**Run 1: met1 routing**

Scale: 4 px per micron.
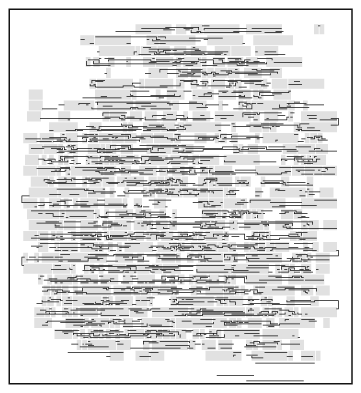
**Run 1: the metal 2 layer**

Scale: 4 px per micron.
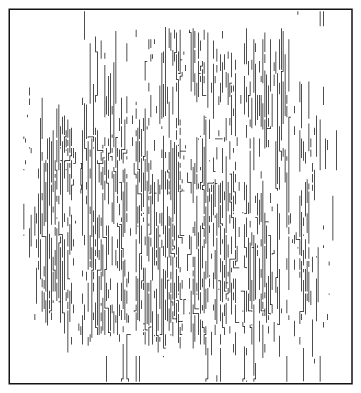
**Run 1: metal 3**

Scale: 3 px per micron.
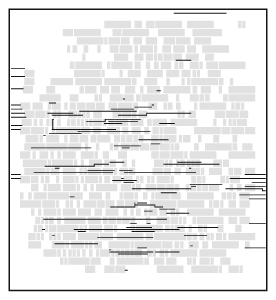
**Run 1: the metal 4 layer**

Scale: 3 px per micron.
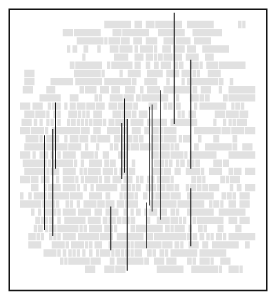
<file path="src/rtl/alu_pkg.sv">
// rtl/alu_pkg.sv - opcodes, FSM state encoding and flag bit indices for seq_alu
package alu_pkg;

   typedef logic [2:0] opcode_t;

   localparam opcode_t OP_ADD = 3'b000;
   localparam opcode_t OP_SUB = 3'b001;
   localparam opcode_t OP_MUL = 3'b010;
   localparam opcode_t OP_DIV = 3'b011;
   localparam opcode_t OP_NOT = 3'b100;
   localparam opcode_t OP_XOR = 3'b101;
   localparam opcode_t OP_OR  = 3'b110;
   localparam opcode_t OP_AND = 3'b111;

   localparam logic [1:0] ST_IDLE    = 2'd0;
   localparam logic [1:0] ST_DIV_RUN = 2'd1;
   localparam logic [1:0] ST_DONE    = 2'd2;

   localparam int FLAG_ZERO  = 0;
   localparam int FLAG_CARRY = 1;
   localparam int FLAG_OVF   = 2;
   localparam int FLAG_DZ    = 3;

endpackage

</file>
<file path="src/rtl/seq_alu_div.sv">
// rtl/seq_alu_div.sv - iterative restoring divider, one quotient bit per cycle
module seq_alu_div #(
   parameter int WIDTH = 8
) (
   input  logic             clk,
   input  logic             rst_n,
   input  logic             start,
   input  logic [WIDTH-1:0] dividend,
   input  logic [WIDTH-1:0] divisor,
   output logic             busy,
   output logic             done,
   output logic [WIDTH-1:0] quotient
);

   localparam int CW = $clog2(WIDTH + 1);

   logic [WIDTH-1:0] rem_q, rem_d;
   logic [WIDTH-1:0] quo_q, quo_d;
   logic [WIDTH-1:0] dvs_q, dvs_d;
   logic [CW-1:0]    cnt_q, cnt_d;
   logic             busy_q, busy_d;
   logic             done_q, done_d;
   logic [WIDTH:0]   shifted;
   logic [WIDTH:0]   trial;

   // Load operands on start, then shift one dividend bit into the remainder per cycle
   always_comb begin
      shifted = {rem_q, quo_q[WIDTH-1]};
      trial   = shifted - {1'b0, dvs_q};
      rem_d   = rem_q;
      quo_d   = quo_q;
      dvs_d   = dvs_q;
      cnt_d   = cnt_q;
      busy_d  = busy_q;
      done_d  = 1'b0;
      if (start) begin
         rem_d  = '0;
         quo_d  = dividend;
         dvs_d  = divisor;
         cnt_d  = CW'(WIDTH);
         busy_d = 1'b1;
      end else if (busy_q) begin
         // A borrow out of the trial subtraction means the divisor did not fit: restore
         if (trial[WIDTH]) begin
            rem_d = shifted[WIDTH-1:0];
            quo_d = {quo_q[WIDTH-2:0], 1'b0};
         end else begin
            rem_d = trial[WIDTH-1:0];
            quo_d = {quo_q[WIDTH-2:0], 1'b1};
         end
         cnt_d = cnt_q - CW'(1);
         if (cnt_q == CW'(1)) begin
            busy_d = 1'b0;
            done_d = 1'b1;
         end
      end
   end

   // Divider state registers
   always_ff @(posedge clk or negedge rst_n) begin
      if (!rst_n) begin
         rem_q  <= '0;
         quo_q  <= '0;
         dvs_q  <= '0;
         cnt_q  <= '0;
         busy_q <= 1'b0;
         done_q <= 1'b0;
      end else begin
         rem_q  <= rem_d;
         quo_q  <= quo_d;
         dvs_q  <= dvs_d;
         cnt_q  <= cnt_d;
         busy_q <= busy_d;
         done_q <= done_d;
      end
   end

   assign busy     = busy_q;
   assign done     = done_q;
   assign quotient = quo_q;

endmodule

</file>
<file path="src/rtl/seq_alu.sv">
// rtl/seq_alu.sv - registered handshake ALU with iterative divide; flags gated by SEQ_ALU_FLAGS_EN
import alu_pkg::*;

module seq_alu #(
   parameter int WIDTH = 8
) (
   input  logic             clk,
   input  logic             rst_n,
   input  logic             in_valid,
   output logic             in_ready,
   input  logic [2:0]       op,
   input  logic [WIDTH-1:0] a,
   input  logic [WIDTH-1:0] b,
   output logic             out_valid,
   input  logic             out_ready,
   output logic [WIDTH-1:0] result,
   output logic [3:0]       flags
);

   logic [1:0]       state_q, state_d;
   logic [WIDTH-1:0] result_q, result_d;
   logic [WIDTH-1:0] add_res, sub_res, mul_res, alu_res;
   logic             accept, deliver, is_div_nz;
   logic             div_start, div_busy, div_done;
   logic [WIDTH-1:0] div_quo;

   // A state outside the encoding behaves like IDLE so the block can never lock up
   assign in_ready  = (state_q == ST_DONE) ? out_ready : (state_q != ST_DIV_RUN);
   assign out_valid = (state_q == ST_DONE);
   assign accept    = in_valid && in_ready;
   assign deliver   = out_valid && out_ready;
   assign is_div_nz = (op == OP_DIV) && (b != '0);
   assign sub_res   = a - b;

`ifdef SEQ_ALU_FLAGS_EN
   logic [WIDTH:0]     add_full;
   logic [2*WIDTH-1:0] mul_full;
   logic [3:0]         flags_q, flags_d, alu_flags;
   assign add_full = {1'b0, a} + {1'b0, b};
   assign mul_full = {{WIDTH{1'b0}}, a} * {{WIDTH{1'b0}}, b};
   assign add_res  = add_full[WIDTH-1:0];
   assign mul_res  = mul_full[WIDTH-1:0];
`else
   assign add_res  = a + b;
   assign mul_res  = a * b;
`endif

   // Single-cycle result; DIV only reaches here with a zero divisor
   always_comb begin
      case (op)
         OP_ADD:  alu_res = add_res;
         OP_SUB:  alu_res = sub_res;
         OP_MUL:  alu_res = mul_res;
         OP_DIV:  alu_res = '0;
         OP_NOT:  alu_res = ~a;
         OP_XOR:  alu_res = a ^ b;
         OP_OR:   alu_res = a | b;
         default: alu_res = a & b;
      endcase
   end

`ifdef SEQ_ALU_FLAGS_EN
   // Status flags for the single-cycle path
   always_comb begin
      alu_flags             = '0;
      alu_flags[FLAG_ZERO]  = (alu_res == '0);
      alu_flags[FLAG_CARRY] = (op == OP_ADD) ? add_full[WIDTH] :
                              (op == OP_SUB) ? (a < b) : 1'b0;
      alu_flags[FLAG_OVF]   = (op == OP_MUL) && (mul_full[2*WIDTH-1:WIDTH] != '0);
      alu_flags[FLAG_DZ]    = (op == OP_DIV) && (b == '0);
   end
`endif

   // Control FSM: a DONE slot that is being drained can take the next op like IDLE
   always_comb begin
      state_d   = state_q;
      result_d  = result_q;
      div_start = 1'b0;
`ifdef SEQ_ALU_FLAGS_EN
      flags_d   = flags_q;
`endif
      case (state_q)
         ST_DIV_RUN: begin
            if (div_done) begin
               result_d = div_quo;
`ifdef SEQ_ALU_FLAGS_EN
               flags_d            = '0;
               flags_d[FLAG_ZERO] = (div_quo == '0);
`endif
               state_d  = ST_DONE;
            end
         end
         default: begin
            if (accept) begin
               if (is_div_nz) begin
                  div_start = !div_busy;
                  state_d   = ST_DIV_RUN;
               end else begin
                  result_d = alu_res;
`ifdef SEQ_ALU_FLAGS_EN
                  flags_d  = alu_flags;
`endif
                  state_d  = ST_DONE;
               end
            end else if (deliver) begin
               state_d = ST_IDLE;
            end
         end
      endcase
   end

   // FSM and output registers
   always_ff @(posedge clk or negedge rst_n) begin
      if (!rst_n) begin
         state_q  <= ST_IDLE;
         result_q <= '0;
`ifdef SEQ_ALU_FLAGS_EN
         flags_q  <= '0;
`endif
      end else begin
         state_q  <= state_d;
         result_q <= result_d;
`ifdef SEQ_ALU_FLAGS_EN
         flags_q  <= flags_d;
`endif
      end
   end

   seq_alu_div #(.WIDTH(WIDTH)) u_div (
      .clk      (clk),
      .rst_n    (rst_n),
      .start    (div_start),
      .dividend (a),
      .divisor  (b),
      .busy     (div_busy),
      .done     (div_done),
      .quotient (div_quo)
   );

   assign result = result_q;
`ifdef SEQ_ALU_FLAGS_EN
   assign flags  = flags_q;
`else
   assign flags  = 4'b0000;
`endif

endmodule

</file>
<file path="config.mk">
export PLATFORM = sky130hd
export DESIGN_NAME = seq_alu
export DESIGN_NICKNAME = d
export VERILOG_FILES = /design/src/rtl/alu_pkg.sv /design/src/rtl/seq_alu_div.sv /design/src/rtl/seq_alu.sv
export SDC_FILE = /design/constraint.sdc
export NUM_CORES = 1
export LEC_CHECK = 0
export CORE_ASPECT_RATIO = 1.1
export CORE_MARGIN = 3
export CORE_UTILIZATION = 60
export CTS_CLUSTER_DIAMETER = 40
export DETAILED_ROUTE_END_ITERATION = 12
export GPL_ROUTABILITY_DRIVEN = 0
export PLACE_DENSITY = 0.83
export SYNTH_ARGS = -nofsm -noshare
export SYNTH_HDL_FRONTEND = slang
export SYNTH_SLANG_ARGS = --single-unit
</file>
<file path="constraint.sdc">
create_clock -name clk -period 6.45 [get_ports clk]
set_clock_uncertainty 0.05 [all_clocks]
set_input_delay 1.29 -clock clk [delete_from_list [all_inputs] [get_ports clk]]
set_output_delay 1.29 -clock clk [all_outputs]
set_load 0.005 [all_outputs]
</file>
==> GITHUB_STEP_SUMMARY, run 1 <==
## PnR job results

| Metric | Value |
|---|---|
| Run status | completed |
| Logic depth of the worst path, buffers included | 14 |
| Clock group | 0.000205 W |
| RSZ-0062 raised after global routing | false |
| Detailed Routing Iterations Pass 1 | 5 |
| Insertion delay at the late pin of the worst-skew pair | 0.30 ns |
| Final count of hold timing violations | 0 |
| Area of the multi-input gates | 2820 sq um |
| Mean area per synthesized cell | 8.45 sq um |
| Maximum single-stage delay on the critical path | 0.69 ns |
| Maximum clock insertion buffer count | 2 |
| Pleak | 2.19 nW |
| Clock tree from TritonCTS | built |
| Number of remaining DRC errors | 0 |
| #FFs+latches synth | 40 |
| Inverters | 61 |
| Ratio of total power to cell area | 359 nW/um^2 |
| Combinational-cell power consumption | 0.000986 W |
| Fraction of power consumed by combinational cells | 0.596 |
| Setup TNS | 0 ns |
| Smallest hold slack | 0.473 ns |
| Total power | 0.00165 W |
| Crit end category | register |
| Switching Fraction | 0.411 |
| Worst hold path type | reg -> reg |
| Layout Cells excl Fill | 596 |
| # hold bufs at CTS | 0 |
| Power share of the clock group | 0.124 |
| Simple logic cell fraction of the synthesized area | 0.153 |
| Family with the most delay on the worst path | adder cells |
| Yosys warns | 0 |
| Share of cell area taken by muxes after synthesis | 0.0540 |
| Util after Layout | 0.694 |
| Placed Cells incl. Taps | 588 |
| Endpoint of the lowest-slack register-to-register path | u_div.rem_q[7] |
| Synth top cell by count | inv_1 |
| Maximum number of pins on one net before global-route repair | 41 |
| Synth unique cells | 54 |
| Number of CTS-inserted buffers | 5 |
| Commonest cells after routing, fill and taps aside | 61 x inv_1, 54 x nand2_1, 50 x ha_1, 49 x nor2_1, 40 x dfrtp_1 |
| Footprint of the flip-flops and latches | 1000 sq um |
| Antenna viol nets, final | 0 |
| Cell Rows | 31 |
| Fill cell instance count of the final layout | 519 |
| Vertical extent of the die | 93.2 microns |
| Switching pwr | 0.000679 W |
| Worst setup timing slack at the placement stage | 0.938 ns |
| Worst Hold Endpoint | u_div.quotient[5] |
| Async set or reset register ratio after synthesis | 1.00 |
| DP Wirelength | 7950 microns |
| Total routed wire length on the met1 layer | 4260 microns |
| List of cells traversed by the critical path | clkdlybuf4s50_1 > nand2_1 > fa_1 > fa_1 > inv_1 > fa_1 > inv_1 > fa_1 > inv_1 > ha_1 > xnor2_1 > a21oi_1 > o211ai_1 > a221o_1 |
| Sort of element at the start of the critical path | input port |
| Most used logic cell in the final layout | inv_1 |
| Fraction of the mapped netlist area in adder cells | 0.218 |
| Post-route cell area | 4600 sq um |
| Sequential portion of the cell area | 0.217 |
| Biggest cell category by area in the final layout | logic gates |
| Number of global-route vias before repair | 3,556 |
| Number of buffer and inverter instances along the worst setup path | 4 |
| Setup ws final | 1.21 ns |
| # clk buffers | 6 |
| Number of clock sinks | 40 |
| Layout cell share with drive strength beyond 1 | 0.0584 |
| Cells taking the most area after synthesis | dfrtp_1 24%, ha_1 15%, fa_1 6.8%, xnor2_1 6.3%, inv_1 5.5% |
| Effective utilization at floorplan | 0.626 |
| Proportion of synthesized chip area in sequential cells | 0.241 |
| Area share of xor/xnor cells in the synthesized design | 0.0778 |
| Number of pins exceeding their max-slew limit in the final report | 0 |
| Clock edge transition at the registers on the reported setup and hold paths | 0.08 ns |
| Slew at the pin with the worst max-slew slack | 1.08 ns |
About 'met1 routing':
- share of all routed wire: 42%
- nets with wire on the layer: 533
- main direction: horizontal

About 'the metal 2 layer':
- share of all routed wire: 46%
- nets with wire on the layer: 509
- main direction: vertical
- longest straight run: 40.5 microns

About 'metal 3':
- wire length on this layer: 742 microns
- share of all routed wire: 7.3%
- nets with wire on the layer: 64

About 'the metal 4 layer':
- main direction: vertical
- nets with wire on the layer: 13

**Run 1: routing congestion map**

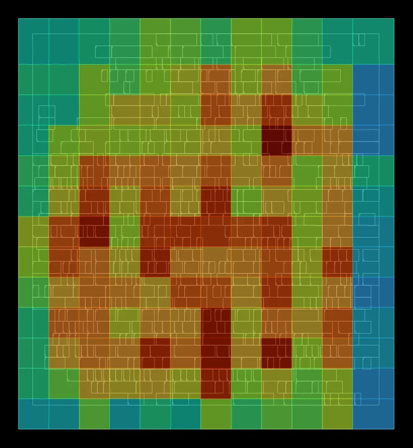

==> run 2, diff against run 1 <==
- CORE_UTILIZATION: 60 -> 59
- PLACE_DENSITY: 0.83 -> 0.81
- clock period: 6.45 -> 5 ns (I/O delays scaled with it)
**Run 2: routing congestion map**

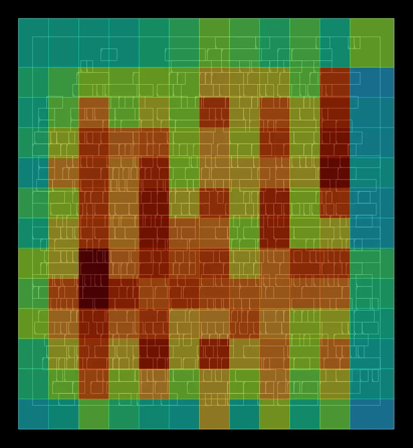
met2 capacity usage during global routing: 0.478
Routed wire per std cell: 17.6 microns
met1 usage: 0.354
busiest metal layer after global routing: met2
Util after Layout: 0.706

**Run 2: the metal 4 layer**

Scale: 3 px per micron.
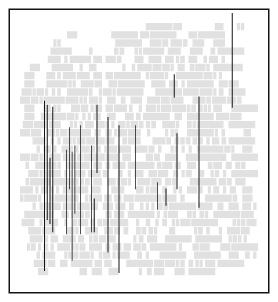
- share of all routed wire: 5.4%
- longest straight run: 56.4 microns
- main direction: vertical
- wire length on this layer: 586 microns

==> run 2 against run 1 <==
  * Flip-flop count unchanged
  * Global-route usage rose by 2.0 points
  * Die area rose by 1.6%
  * Synthesized cell count unchanged
  * Non-clock buffer count grew 20
  * First-iteration DRC count grew 21%
  * Synthesized area is the same
  * Total power rose by 29%
  * Critical endpoint unchanged
  * Largest power group unchanged
==> GITHUB_STEP_SUMMARY, run 2 <==
## PnR job results

| Metric | Value |
|---|---|
| Run status | completed (unchanged) |
| Cell Rows | 31 (unchanged) |
| Number of pins exceeding their max-slew limit in the final report | 0 (unchanged) |
| Detailed Routing Iterations Pass 1 | 5 (unchanged) |
| Sort of element at the start of the critical path | input port (unchanged) |
| RSZ-0062 raised after global routing | false (unchanged) |
| Layout cell share with drive strength beyond 1 | 0.0955 (was 0.0584) |
| Total power | 0.00214 W (was 0.00165 W) |
| Antenna viol nets, final | 0 (unchanged) |
| Switching Fraction | 0.421 (was 0.411) |
| Mean area per synthesized cell | 8.45 sq um (unchanged) |
| Ratio of total power to cell area | 451 nW/um^2 (was 359 nW/um^2) |
| Number of buffer and inverter instances along the worst setup path | 4 (unchanged) |
| Number of global-route vias before repair | 3,802 (was 3,556) |
| Simple logic cell fraction of the synthesized area | 0.153 (unchanged) |
| DP Wirelength | 8620 microns (was 7950 microns) |
| Clock tree from TritonCTS | built (unchanged) |
| Synth top cell by count | inv_1 (unchanged) |
| Biggest cell category by area in the final layout | logic gates (unchanged) |
| Proportion of synthesized chip area in sequential cells | 0.241 (unchanged) |
| Vertical extent of the die | 94.0 microns (was 93.2 microns) |
| Fraction of power consumed by combinational cells | 0.632 (was 0.596) |
| #FFs+latches synth | 40 (unchanged) |
| Insertion delay at the late pin of the worst-skew pair | 0.30 ns (about the same) |
| Number of CTS-inserted buffers | 5 (unchanged) |
| Worst setup timing slack at the placement stage | -0.0813 ns (was 0.938 ns) |
| Fill cell instance count of the final layout | 563 (was 519) |
| Yosys warns | 0 (unchanged) |
| Crit end category | register (unchanged) |
| Effective utilization at floorplan | 0.618 (was 0.626) |
| Switching pwr | 0.000900 W (was 0.000679 W) |
| Commonest cells after routing, fill and taps aside | 61 x inv_1, 54 x nand2_1, 50 x ha_1, 49 x nor2_1, 40 x dfrtp_1 (unchanged) |
| Slew at the pin with the worst max-slew slack | 0.916 ns (was 1.08 ns) |
| Footprint of the flip-flops and latches | 1000 sq um (unchanged) |
| Most used logic cell in the final layout | inv_1 (unchanged) |
| Power share of the clock group | 0.106 (was 0.124) |
| Clock group | 0.000227 W (was 0.000205 W) |
| Total routed wire length on the met1 layer | 4440 microns (was 4260 microns) |
| Maximum single-stage delay on the critical path | 0.56 ns (was 0.69 ns) |
| Logic depth of the worst path, buffers included | 14 (unchanged) |
| Async set or reset register ratio after synthesis | 1.00 (unchanged) |
| Area share of xor/xnor cells in the synthesized design | 0.0778 (unchanged) |
| Pleak | 2.28 nW (was 2.19 nW) |
| Final count of hold timing violations | 0 (unchanged) |
| Sequential portion of the cell area | 0.211 (was 0.217) |
| Maximum clock insertion buffer count | 2 (unchanged) |
| Cells taking the most area after synthesis | dfrtp_1 24%, ha_1 15%, fa_1 6.8%, xnor2_1 6.3%, inv_1 5.5% (unchanged) |
| Setup TNS | 0 ns (unchanged) |
| Number of remaining DRC errors | 0 (unchanged) |
| # hold bufs at CTS | 0 (unchanged) |
| List of cells traversed by the critical path | clkdlybuf4s50_1 > nand2_1 > fa_1 > fa_1 > inv_1 > fa_1 > inv_1 > fa_1 > inv_1 > ha_1 > xnor2_1 > a21oi_1 > o211ai_1 > a221o_1 (unchanged) |
| Post-route cell area | 4740 sq um (was 4600 sq um) |
| Worst Hold Endpoint | u_div.quotient[7] (was u_div.quotient[5]) |
**Run 2: the metal 2 layer**

Scale: 4 px per micron.
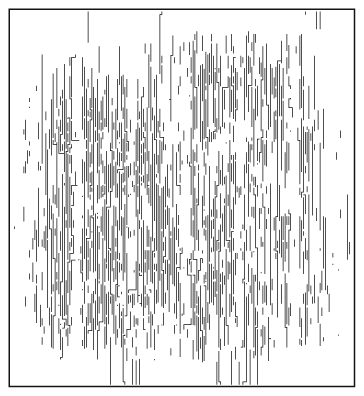
- nets with wire on the layer: 531
- share of all routed wire: 48%

No activity file was given, so power comes from the tool's default toggle rates.
